Cell density map:
6 x 6 tiles, from white (low) to dark blue (high), 0 to 100% covered.
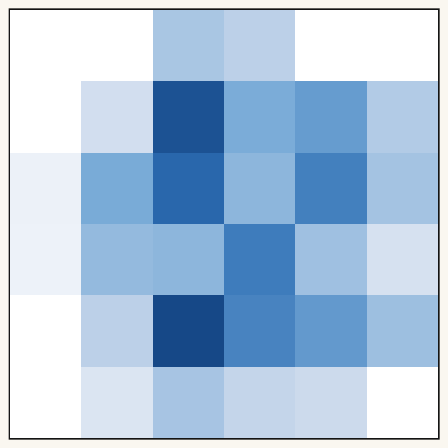
I/O pins on the die edge:
The bar under the picture is 20 um long. Pins as bars across the die edge, other pins in grey.
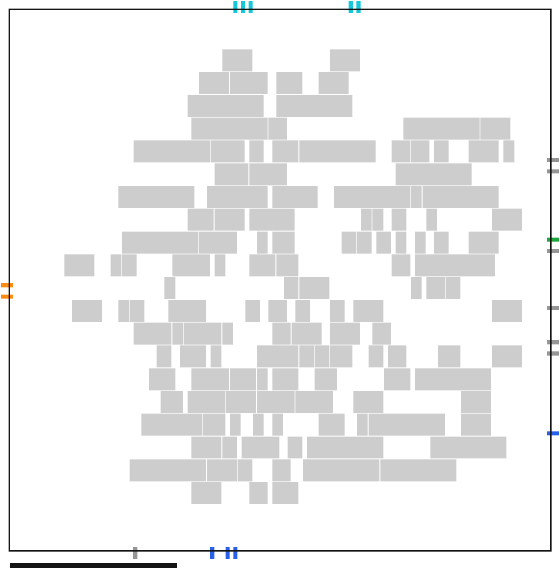
Placed standard cells:
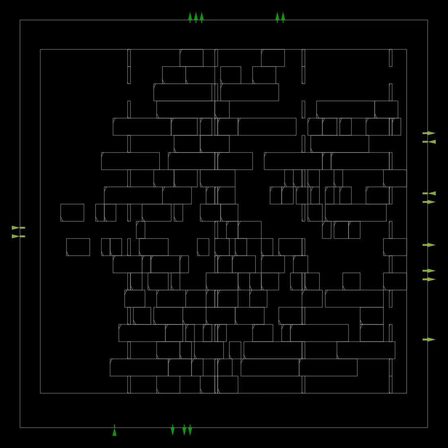
Cells by drive strength:
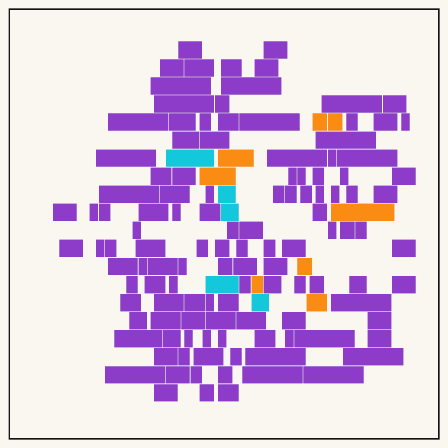
--- config.mk ---
export PLATFORM = sky130hd
export DESIGN_NAME = adventure_move_sequencer
export DESIGN_NICKNAME = d
export VERILOG_FILES = /design/src/rtl/adventure_move_sequencer.sv
export SDC_FILE = /design/constraint.sdc
export NUM_CORES = 1
export LEC_CHECK = 0
export ABC_CLOCK_PERIOD_IN_PS = 3900
export CAP_MARGIN = 10
export CORE_MARGIN = 3
export CORE_UTILIZATION = 35
export DETAILED_ROUTE_END_ITERATION = 6
export PLACE_DENSITY = 0.68
export SKIP_CTS_REPAIR_TIMING = 1
export SLEW_MARGIN = 40
export SYNTH_ARGS = -nofsm -noshare
export SYNTH_HDL_FRONTEND = slang
export SYNTH_SLANG_ARGS = --single-unit
--- constraint.sdc ---
create_clock -name clk -period 3.9 [get_ports clk]
set_input_delay 0.78 -clock clk [delete_from_list [all_inputs] [get_ports clk]]
set_output_delay 0.78 -clock clk [all_outputs]
set_load 0.05 [all_outputs]
--- src/rtl/adventure_move_sequencer.sv ---
// Move sequencer for the 3x3 adventure grid: accepts direction commands, tracks items and resolves win/dead.
// Optional build macro GAME_WALL_PENALTY_EN: wall bumps are charged against the move budget.
module adventure_move_sequencer #(
    parameter int MAX_MOVES = 31,
    parameter int CNT_W     = 5
) (
    input  logic             clk,
    input  logic             reset,
    input  logic             dir_valid,
    input  logic [1:0]       dir,
    output logic             dir_ready,
    output logic [3:0]       room,
    output logic             has_sword,
    output logic             has_treasure,
    output logic             win,
    output logic             dead,
    output logic [CNT_W-1:0] move_count
);

    typedef enum logic [2:0] {IDLE, MOVE, RESOLVE, WIN, DEAD} state_t;

    localparam logic [CNT_W-1:0] MAX_CNT = CNT_W'(MAX_MOVES);

    state_t           state;
    logic [1:0]       dir_q;
    logic             wall;
    logic [3:0]       target;
    logic             charge;
    logic [CNT_W-1:0] cnt_sat_inc;

    // Walls are detected straight from the room index; no row/col registers needed.
    always_comb begin
        wall   = 1'b0;
        target = room;
        case (dir_q)
            2'd0: if (room < 4'd3)                    wall = 1'b1; else target = room - 4'd3;
            2'd1: if (room inside {4'd2, 4'd5, 4'd8}) wall = 1'b1; else target = room + 4'd1;
            2'd2: if (room > 4'd5)                    wall = 1'b1; else target = room + 4'd3;
            default: if (room inside {4'd0, 4'd3, 4'd6}) wall = 1'b1; else target = room - 4'd1;
        endcase
    end

`ifdef GAME_WALL_PENALTY_EN
    assign charge = 1'b1;
`else
    assign charge = !wall;
`endif

    assign cnt_sat_inc = (move_count == MAX_CNT) ? move_count : move_count + CNT_W'(1);

    always_ff @(posedge clk or posedge reset) begin
        if (reset) begin
            state        <= IDLE;
            dir_q        <= 2'd0;
            dir_ready    <= 1'b1;
            room         <= 4'd0;
            has_sword    <= 1'b0;
            has_treasure <= 1'b0;
            win          <= 1'b0;
            dead         <= 1'b0;
            move_count   <= '0;
        end else begin
            case (state)
                IDLE: begin
                    if (dir_valid && dir_ready) begin
                        dir_q     <= dir;
                        dir_ready <= 1'b0;
                        state     <= MOVE;
                    end
                end
                MOVE: begin
                    room <= target;
                    if (charge)
                        move_count <= cnt_sat_inc;
                    state <= RESOLVE;
                end
                RESOLVE: begin
                    if (room == 4'd2)
                        has_sword <= 1'b1;
                    if (room == 4'd7)
                        has_treasure <= 1'b1;
                    // Win is checked before the budget so a winning final move still wins.
                    if (room == 4'd5 && !has_sword) begin
                        dead  <= 1'b1;
                        state <= DEAD;
                    end else if (room == 4'd0 && has_treasure) begin
                        win   <= 1'b1;
                        state <= WIN;
                    end else if (move_count == MAX_CNT) begin
                        dead  <= 1'b1;
                        state <= DEAD;
                    end else begin
                        dir_ready <= 1'b1;
                        state     <= IDLE;
                    end
                end
                default: ;
            endcase
        end
    end

endmodule

==> results_slide.txt <==
Run Summary

Placed design
  – Hpwl dp: 1810 um
  – Placed Cells: 173
  – Placer Congestion: 0.886
  – Pre-CTS setup slack: 1570 ps

Critical path
  – Startpoint types: register
  – CP peak stage delay: 890 ps
  – Setup CP Type: reg -> out
  – R2R depth: 7
  – Worst setup EP type: output pin
  – Delay-heaviest family, CP: buffers and inverters
  – WP data arrival: 1780 ps
  – Worst Setup SP: room[2]
  – Flop-to-flop setup slack: 1540 ps
  – Worst flop-to-flop path startpoint: room[0]

Timing
  – Clock Skew: 1.32 ps
  – Worst-Margin Slew: 700 ps
  – Final hold slack: 481 ps
  – Fin crit period: 2560 ps
  – Post-layout period usage: 65.7%
  – Hold violation count in the final report: 0
  – Final setup margin: 1340 ps

Logic synthesis
  – Simple share: 14.1%
  – Synth Warn #: 0
  – YS chip area: 0.00120 sq mm
  – Dominant comb cell: AND-OR/OR-AND gates
  – Synth Instances: 114
  – Ao+oa area frac: 17.6%
  – Adder share: 14.2%
  – Yosys xor share: 5.12%

Worst hold path
  – Hold Crit Depth: 1
  – Hold endpoint: dead
  – Worst min path class: reg -> reg

Routing
  – Initial DRC Count: 35
  – Post-route ant nets: 0
  – Via count: 869
  – Vias/cell: 4.91
  – DRT Pass-1 Iters: 4
  – Post-route DRC violation count: 0

Clocking
  – Buffer depth of the longest clock path: 2
  – CTS root buffer: clkbuf_4

Global route
  – Gr ovfl total: 0
  – Largest net degree at the start of global routing: 20
  – Global-route wire length before repair: 4050 um

Outcome
  – Status: finished, final reports clean

Layout
  – Area Overhead vs Synth: 19.4%
  – Gate Area: 653 sq um
  – ANT cells: 0
  – Share of cells above drive strength 1: 9.77%
  – Nets@finish: 152
  – Largest regs: move_count x5, room x4, state x3

Die
  – Ports: 19
  – DIE AREA: 0.00416 sq mm

Flow run
  – Max Cap Viol: 0
  – Tool Warnings: 32
-- 'cell density map' (at the start) --
tiles over 75% full: 8.3%
nearly empty tiles: 22%
fullest tile: 91%
emptiest ninth of the die: top left
Core Util, Final: 45.4%
core area: 0.00315 sq mm
FP Core Util: 38.0%

-- 'I/O pins on the die edge' (at the start) --
[green] `dir_valid` | pins: 1 | direction: input | edge: right
[orange] `dir` | pins: 2 | direction: input | edge: left
[cyan] `move_count` | pins: 5 | direction: output | edge: top
[blue] `room` | pins: 4 | direction: output | edge: 3 bottom, 1 right
all pins by edge: 8 right, 5 top, 4 bottom, 2 left
Port Buffers: 18
Die W: 64.5 um

-- 'placed standard cells' (at the start) --
row count: 20
Seq/total area: 33.3%
Final Non-Filler Cells: 177
Filler cells: 312

-- 'cells by drive strength' (at the start) --
[cyan] _3 and _4 cells | cells: 5 | share: 3.8%
[orange] _2 cells | cells: 8 | share: 6.0%
[purple] _0 and _1 cells | cells: 120 | share: 90%
final instance area: 0.00143 sq mm
Non-CTS buffers: 18

[final cells by class]
cell class / count / share of cell area, %
multi-input cells: 82 / 45.7
flip-flops and latches: 19 / 33.3
repair buffers: 18 / 12.6
well taps: 44 / 3.85
inverters: 10 / 2.62
clock buffers: 3 / 1.57
clock inverters: 1 / 0.350
[layer usage]
metal  vias up  part of all wire [%]  global-route usage [%]
met5         -                     0                       0
met4         0                   2.4                    6.33
met3         4                   3.0                    1.91
met2        18                    48                    19.1
met1       413                    47                    16.5
li1        434                     -                       -
[synth_stat cells (all sizes together), types with 3 or more instances]
cell / n
nor3: 3
nand3: 3
a21oi: 7
dfrtp: 18
o21ai: 7
inv: 10
nand2: 5
a21o: 3
xor2: 4
ha: 12
buf: 3
xnor2: 3
nor2: 7
